### src/rtl/gzip_reg_bank_if.sv
// rtl/gzip_reg_bank_if.sv - byte-wide memory-mapped register port of the gzip register bank
interface gzip_reg_bank_if #(
  parameter int ADDR_WIDTH = 5
);
  logic [ADDR_WIDTH-1:0] mem_addr;
  logic                  mem_wren;
  logic [7:0]            mem_wdata;
  logic                  mem_rden;
  logic [7:0]            mem_rdata;
  logic                  mem_rvalid;

  modport master (
    output mem_addr, mem_wren, mem_wdata, mem_rden,
    input  mem_rdata, mem_rvalid
  );

  modport slave (
    input  mem_addr, mem_wren, mem_wdata, mem_rden,
    output mem_rdata, mem_rvalid
  );
endinterface

### src/rtl/gzip_reg_bank.sv
// rtl/gzip_reg_bank.sv - multi-channel Deflate control/status register bank
// Debug snapshot shadow (0x08-0x13) built only with GZIP_REG_DEBUG_SNAPSHOT_EN.
module gzip_reg_bank #(
  parameter int          NUM_CH     = 4,
  parameter int          ADDR_WIDTH = 5,
  parameter logic [7:0]  DEVICE_ID  = 8'hB9,
  parameter int          RST_CYCLES = 16
) (
  input  logic                  clk,
  input  logic                  rst,
  gzip_reg_bank_if.slave        bus,
  input  logic [96*NUM_CH-1:0]  ch_debug,
  input  logic [NUM_CH-1:0]     ch_done,
  output logic [NUM_CH-1:0]     ch_rst_n,
  output logic [2*NUM_CH-1:0]   ch_btype,
  output logic                  irq
);
  logic [31:0]       addr32;
  logic [3:0]        sel;
  logic [NUM_CH-1:0] sel_hit;
  logic [NUM_CH-1:0] run;
  logic [NUM_CH-1:0] status;
  logic [NUM_CH-1:0] mask;
  logic [15:0]       status_x;
  logic [15:0]       mask_x;
  logic [7:0]        rst_cnt [NUM_CH];
  logic [7:0]        dcnt    [NUM_CH];
  logic [7:0]        rd_byte;
  logic [7:0]        rdata_q;
  logic              rvalid_q;
  logic [1:0]        sel_btype;
  logic              sel_run;
  logic [7:0]        sel_dcnt;
  logic              wr_sel, wr_ctrl, wr_status, wr_mask, wr_dcnt;

  assign addr32    = 32'(bus.mem_addr[ADDR_WIDTH-1:0]);
  assign wr_sel    = bus.mem_wren && addr32 == 32'h02;
  assign wr_ctrl   = bus.mem_wren && addr32 == 32'h03;
  assign wr_status = bus.mem_wren && addr32 == 32'h04;
  assign wr_mask   = bus.mem_wren && addr32 == 32'h05;
  assign wr_dcnt   = bus.mem_wren && addr32 == 32'h06;
  assign status_x  = 16'(status);
  assign mask_x    = 16'(mask);
  assign bus.mem_rdata  = rdata_q;
  assign bus.mem_rvalid = rvalid_q;

`ifdef GZIP_REG_DEBUG_SNAPSHOT_EN
  logic [95:0] shadow;
  logic [95:0] sel_debug;

  always_comb begin
    sel_debug = '0;
    for (int c = 0; c < NUM_CH; c++)
      if (sel_hit[c]) sel_debug = ch_debug[96*c +: 96];
  end

  // Byte 0 comes from the live word; the same read freezes the rest for 0x09-0x13.
  always_ff @(posedge clk or posedge rst) begin
    if (rst)
      shadow <= '0;
    else if (bus.mem_rden && addr32 == 32'h08)
      shadow <= sel_debug;
  end
`else
  logic unused_debug;
  assign unused_debug = ^ch_debug;
`endif

  always_comb begin
    sel_hit   = '0;
    sel_btype = 2'b00;
    sel_run   = 1'b0;
    sel_dcnt  = 8'h00;
    for (int c = 0; c < NUM_CH; c++) begin
      sel_hit[c]  = (sel == 4'(c));
      ch_rst_n[c] = run[c] && rst_cnt[c] == 8'h00;
      if (sel == 4'(c)) begin
        sel_btype = ch_btype[2*c +: 2];
        sel_run   = run[c];
        sel_dcnt  = dcnt[c];
      end
    end
  end

  always_comb begin
    rd_byte = 8'h00;
    case (addr32)
      32'h00:  rd_byte = DEVICE_ID;
      32'h01:  rd_byte = 8'(NUM_CH);
      32'h02:  rd_byte = {4'h0, sel};
      32'h03:  rd_byte = {5'b0, sel_run, sel_btype};
      32'h04:  rd_byte = status_x[7:0];
      32'h05:  rd_byte = mask_x[7:0];
      32'h06:  rd_byte = sel_dcnt;
`ifdef GZIP_REG_DEBUG_SNAPSHOT_EN
      32'h08:  rd_byte = sel_debug[7:0];
`endif
      default: begin
`ifdef GZIP_REG_DEBUG_SNAPSHOT_EN
        for (int b = 1; b < 12; b++)
          if (addr32 == 32'(8 + b)) rd_byte = shadow[8*b +: 8];
`endif
      end
    endcase
  end

  always_ff @(posedge clk or posedge rst) begin
    if (rst) begin
      sel      <= 4'h0;
      run      <= '0;
      ch_btype <= '0;
      status   <= '0;
      mask     <= '0;
      irq      <= 1'b0;
      rdata_q  <= 8'h00;
      rvalid_q <= 1'b0;
      for (int c = 0; c < NUM_CH; c++) begin
        rst_cnt[c] <= 8'h00;
        dcnt[c]    <= 8'h00;
      end
    end else begin
      rvalid_q <= bus.mem_rden;
      if (bus.mem_rden) rdata_q <= rd_byte;
      irq <= |(status & mask);
      // A done pulse beats a simultaneous write-1-to-clear of the same bit.
      status <= (wr_status ? (status & ~NUM_CH'(bus.mem_wdata)) : status) | ch_done;
      if (wr_mask) mask <= NUM_CH'(bus.mem_wdata);
      if (wr_sel && 32'(bus.mem_wdata) < NUM_CH) sel <= bus.mem_wdata[3:0];
      for (int c = 0; c < NUM_CH; c++) begin
        if (wr_ctrl && sel_hit[c]) begin
          run[c] <= bus.mem_wdata[2];
          if (!bus.mem_wdata[1]) ch_btype[2*c +: 2] <= bus.mem_wdata[1:0];
        end
        if (wr_ctrl && sel_hit[c] && bus.mem_wdata[7])
          rst_cnt[c] <= 8'(RST_CYCLES);
        else if (rst_cnt[c] != 8'h00)
          rst_cnt[c] <= rst_cnt[c] - 8'h01;
        if (wr_dcnt && sel_hit[c])
          dcnt[c] <= {7'b0, ch_done[c]};
        else if (ch_done[c] && dcnt[c] != 8'hFF)
          dcnt[c] <= dcnt[c] + 8'h01;
      end
    end
  end
endmodule

### src/flat_wrapper.sv
// flat-port wrapper written by rule: the top's interface ports become plain ports
module gzip_reg_bank_flat 
#(
  parameter int          NUM_CH     = 4,
  parameter int          ADDR_WIDTH = 5,
  parameter logic [7:0]  DEVICE_ID  = 8'hB9,
  parameter int          RST_CYCLES = 16
)
  (clk, rst, ch_debug, ch_done, ch_rst_n, ch_btype, irq, bus_mem_addr, bus_mem_wren, bus_mem_wdata, bus_mem_rden, bus_mem_rdata, bus_mem_rvalid);
  gzip_reg_bank_if #(.ADDR_WIDTH(ADDR_WIDTH)) bus_i ();
  input  logic clk;
  input  logic rst;
  input  logic [96*NUM_CH-1:0] ch_debug;
  input  logic [NUM_CH-1:0] ch_done;
  output logic [NUM_CH-1:0] ch_rst_n;
  output logic [2*NUM_CH-1:0] ch_btype;
  output logic irq;
  input wire logic [$bits(bus_i.mem_addr)-1:0] bus_mem_addr;
  input wire logic [$bits(bus_i.mem_wren)-1:0] bus_mem_wren;
  input wire logic [$bits(bus_i.mem_wdata)-1:0] bus_mem_wdata;
  input wire logic [$bits(bus_i.mem_rden)-1:0] bus_mem_rden;
  output wire logic [$bits(bus_i.mem_rdata)-1:0] bus_mem_rdata;
  output wire logic [$bits(bus_i.mem_rvalid)-1:0] bus_mem_rvalid;
  assign bus_i.mem_addr = bus_mem_addr;
  assign bus_i.mem_wren = bus_mem_wren;
  assign bus_i.mem_wdata = bus_mem_wdata;
  assign bus_i.mem_rden = bus_mem_rden;
  assign bus_mem_rdata = bus_i.mem_rdata;
  assign bus_mem_rvalid = bus_i.mem_rvalid;
  gzip_reg_bank #(.NUM_CH(NUM_CH), .ADDR_WIDTH(ADDR_WIDTH), .DEVICE_ID(DEVICE_ID), .RST_CYCLES(RST_CYCLES)) u_core (.clk(clk), .rst(rst), .bus(bus_i), .ch_debug(ch_debug), .ch_done(ch_done), .ch_rst_n(ch_rst_n), .ch_btype(ch_btype), .irq(irq));
endmodule
### config.mk
export PLATFORM = sky130hd
export DESIGN_NAME = gzip_reg_bank_flat
export DESIGN_NICKNAME = d
export VERILOG_FILES = /design/src/rtl/gzip_reg_bank_if.sv /design/src/rtl/gzip_reg_bank.sv /design/src/flat_wrapper.sv
export SDC_FILE = /design/constraint.sdc
export NUM_CORES = 1
export LEC_CHECK = 0
export CAP_MARGIN = 15
export CORE_AREA = 2 2 168 170
export CTS_BUF_LIST = sky130_fd_sc_hd__clkbuf_4
export DETAILED_ROUTE_END_ITERATION = 6
export DIE_AREA = 0 0 170 172
export GPL_ROUTABILITY_DRIVEN = 0
export PLACE_DENSITY = 0.6
export SLEW_MARGIN = 20
export SYNTH_ARGS = -nofsm -noshare
export SYNTH_HDL_FRONTEND = slang
export SYNTH_SLANG_ARGS = --single-unit
export TNS_END_PERCENT = 50
### constraint.sdc
create_clock -name clk -period 7.3 [get_ports clk]
set_clock_uncertainty 0.05 [all_clocks]
set_input_delay 1.46 -clock clk [delete_from_list [all_inputs] [get_ports clk]]
set_output_delay 1.46 -clock clk [all_outputs]
set_load 0.02 [all_outputs]
sizing.png
(3 px per um)
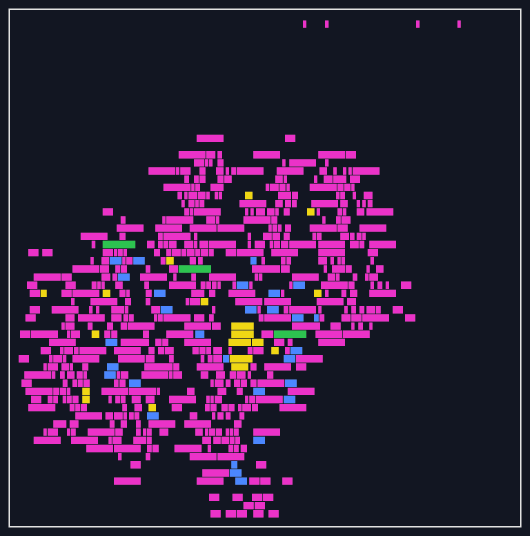
legend:
  x1 and smaller:
    color: magenta
    cells: 523
    share: 91%
    most_used: dfrtp_1
  x3 and x4:
    color: yellow
    cells: 18
    share: 3.1%
    most_used: clkbuf_4
  x2:
    color: blue
    cells: 29
    share: 5.1%
    most_used: mux2_2
  x6 and larger:
    color: green
    cells: 3
    share: 0.52%
    most_used: bufinv_16

clock_nets.png
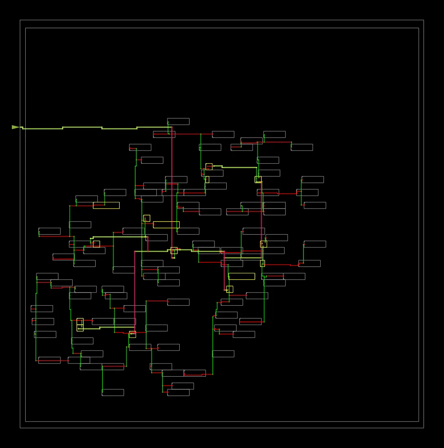
clk ins delay skew pair: 0.47 ns
CLK BUF: 10
Clock Sinks: 94
clk pwr: 348 uW
flip-flops: 94

route_heat.png
(2 px per um) The die is cut into 34 by 34 equal tiles; black is low, pale yellow is high, scaled to the fullest tile. Values are wire area over tile area, all layers added.
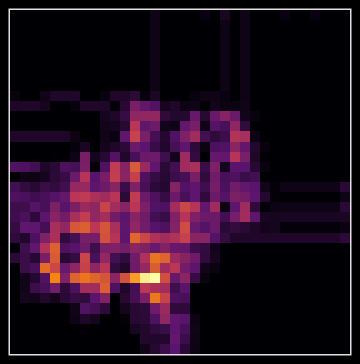
nearly empty tiles: 53%
emptiest ninth of the die: lower right
fullest tile: 0.66
Routed WL: 13100 um
Vias: 4173
total track usage: 9.36%
Wirelength per Cell: 14.2 um

==> results.json <==
{
  "drtIter0Drc": 219,
  "clock.fmax_mhz": 229,
  "start_kind": "flop",
  "path_cells": "nor4_1, nand3_1, nor2_1, clkdlybuf4s50_1",
  "cts_max_path_buffers": 2,
  "hp-class": "reg -> reg",
  "hold_viol_final": 0,
  "simple_gate_area_share_pct": 24.3,
  "timing.final.crit_period_ns": 4.36,
  "worstPathMaxFanout": 7,
  "initCoreUtil_pct": 19.1,
  "critPathLaunch": "u_core.rst_cnt[26]$_DFFE_PP0P_",
  "rr_worst_depth": 3,
  "setup_viol": 0,
  "fp.dieArea_mm2": 0.0292,
  "crit_cells": 4,
  "critPathKind": "reg -> out",
  "finalClockPeriodUsage_pct": 59.8,
  "crit_required_ns": 5.79,
  "ys_cells": 535,
  "ff_type": "dfrtp_1",
  "ys_top_logic_family": "simple AND/OR/NAND/NOR gates",
  "avgViaCountPerCell": 4.53,
  "cpLargestDelayFamily": "simple AND/OR/NAND/NOR gates",
  "die_w_um": 170,
  "grt_use_met2_pct": 14.8,
  "fin_tns_setup_ns": 0,
  "cts_tree": "built",
  "postRouteAntennaNets": 0,
  "r2r_end": "u_core.dcnt[16]$_DFFE_PP0P_",
  "cpPeakStageDelay_ns": 0.67,
  "end_kind": "output port",
  "worst_slew_pin_slew_ns": 0.977,
  "worst-path-buf-inv": 1,
  "min_to": "u_core.status[0]$_DFF_PP0_",
  "fillers": 2970,
  "mux_share_pct": 9.83,
  "cts-hold-fix-buffers": 0,
  "postSynthCellCount": 535,
  "cp.arrival_ns": 2.85,
  "busiest_layer": "met2",
  "reg2reg_from": "u_core.sel[0]$_DFFE_PP0P_",
  "grt_pass1_wl_um": 21600,
  "syn_area_per_cell_um2": 9.80,
  "core_mm2": 0.0275,
  "clk_pin_slew_ns": 0.15,
  "place_hpwl_um": 9670,
  "ioPinCount": 427,
  "grt_max_degree": 76,
  "first_global_vias": 3947,
  "layoutNonFillerInstCount": 922,
  "dieHeight_um": 172,
  "power.density_mw_per_mm2": 267,
  "dp.cells": 904,
  "ys_area_mm2": 0.00524,
  "worst_path_max_delay_cell": "clkdlybuf4s50_1",
  "async_flop_share_pct": 100,
  "crit_end": "ch_rst_n[0]",
  "rsz0062_at_grt": "no",
  "drive_above_1_share_pct": 8.73,
  "gr-total-overflow": 0,
  "port_buffers": 38,
  "cts-root-buf": "clkbuf_4",
  "hold_depth": 1,
  "yosysUniqueCellTypes": 60,
  "use_met3_pct": 2.49,
  "layout_top_cell": "dfrtp_1",
  "warnings": 410,
  "nets": 982,
  "final_layout_top_logic_cells": "dfrtp_1, nor2_1, clkdlybuf4s50_1",
  "syn2layout_area_growth_pct": 17.3,
  "cts.repair.resized": 0,
  "synth-xor-area-share_pct": 2.51,
  "synth_flops": 94,
  "htreeDepth": 3,
  "post_cts_buffers": 0,
  "synth_area_mm2": 0.00524,
  "drv_cap": 0,
  "drcViolationCount": 0,
  "numCtsBuffers": 9,
  "power.total_uw": 1640,
  "grt_antenna_before_repair": 4,
  "use_met1_pct": 12.4,
  "p_leak_uw": 0.00232,
  "edf_count": 0,
  "fin_util_pct": 22.4,
  "hp-start": "u_core.status[0]$_DFF_PP0_",
  "maxSlewViolCount": 0,
  "outcome": "completed",
  "synth_seq_share_pct": 44.9
}
-- final cells by class --
cell class,instances,area (um^2),area share (%)
repair buffers,39,388,6.31
well taps,346,433,7.04
inverters,25,96.3,1.57
clock buffers,10,75.1,1.22
diodes,3,7.51,0.122
multi-input cells,400,2700,43.9
flip-flops and latches,94,2350,38.2
clock inverters,5,98.8,1.61
-- worst reg2reg max path, cell delays in order (launching register included) --
cell     delay (ns)
dfrtp_1        1.01
or4b_1         0.66
nor4_4         0.51
o21ai_0        0.19
-- cells by family (layout without fill, tap and decap cells) --
| family | Yosys count | in the layout |
|---|---|---|
| AND-OR/OR-AND | 102 | 102 |
| XOR/XNOR | 15 | 15 |
| adder cells (fa/ha/maj) | 8 | 8 |
| buffers and inverters | 44 | 79 |
| flip-flops | 94 | 94 |
| multiplexers | 42 | 42 |
| other | 1 | 7 |
| AND/OR/NAND/NOR | 229 | 229 |
-- Yosys cell counts (3+ instances only) --
cell type / number / area, um^2
dfrtp_1: 94 / 2350
nor2_1: 62 / 233
nand2_1: 30 / 113
a21oi_1: 29 / 145
nand3_1: 29 / 145
inv_1: 24 / 90.1
mux2_2: 24 / 270
o21ai_0: 20 / 100
nor3_1: 17 / 85.1
or3_1: 15 / 93.8
mux2i_1: 14 / 140
xnor2_1: 11 / 96.3
nand4_1: 10 / 62.6
and3_1: 9 / 56.3
nand2b_1: 9 / 56.3
clkbuf_1: 8 / 30.0
ha_1: 8 / 100
nor3b_1: 8 / 60.1
buf_4: 7 / 52.6
o221ai_1: 7 / 61.3
a211oi_1: 6 / 45.0
o22ai_1: 6 / 37.5
nor4_1: 5 / 31.3
o31ai_1: 5 / 37.5
a21o_1: 4 / 30.0
a2bb2oi_1: 4 / 35.0
and2_1: 4 / 25.0
and4_1: 4 / 35.0
mux4_1: 4 / 105
nor2b_1: 4 / 25.0
nor4_4: 4 / 85.1
xor2_1: 4 / 35.0
a221oi_1: 3 / 26.3
nand4b_1: 3 / 26.3
nor4b_1: 3 / 26.3
-- flip-flops by register name (all words and copies together) (netlist names), 4 cells and up --
register / count
u_core.rst_cnt: 32
u_core.mask: 4
u_core.run: 4
u_core.ch_btype: 4
u_core.dcnt: 32
u_core.status: 4
u_core.sel: 4
u_core.bus.mem_rdata: 8
-- where the power goes --
part           internal (uW)  total [uW]  switching, uW  leakage [uW]
registers                666         841            175       0.00117
logic                    222         455            232       0.00106
clock network            174         348            174     0.0000939
total                   1060        1640            581       0.00232
-- metrics by stage --
stage	hold slack [ns]	instance area [um^2]	setup WS, ns
floorplan	0.414	5250	3.34
global placement	0.438	5970	3.41
detailed placement	0.452	5970	3.39
CTS	0.486	6140	2.90
global route	0.503	6150	2.69
finish	0.486	6150	2.94
-- layer usage --
metal	vias up	part of all wire, %
met1	2030	46
li1	2037	-
met5	-	0.10
met4	2	1.4
met3	17	4.6
met2	87	47
Power figures rest on the tool's default switching activity, not on a simulated workload.
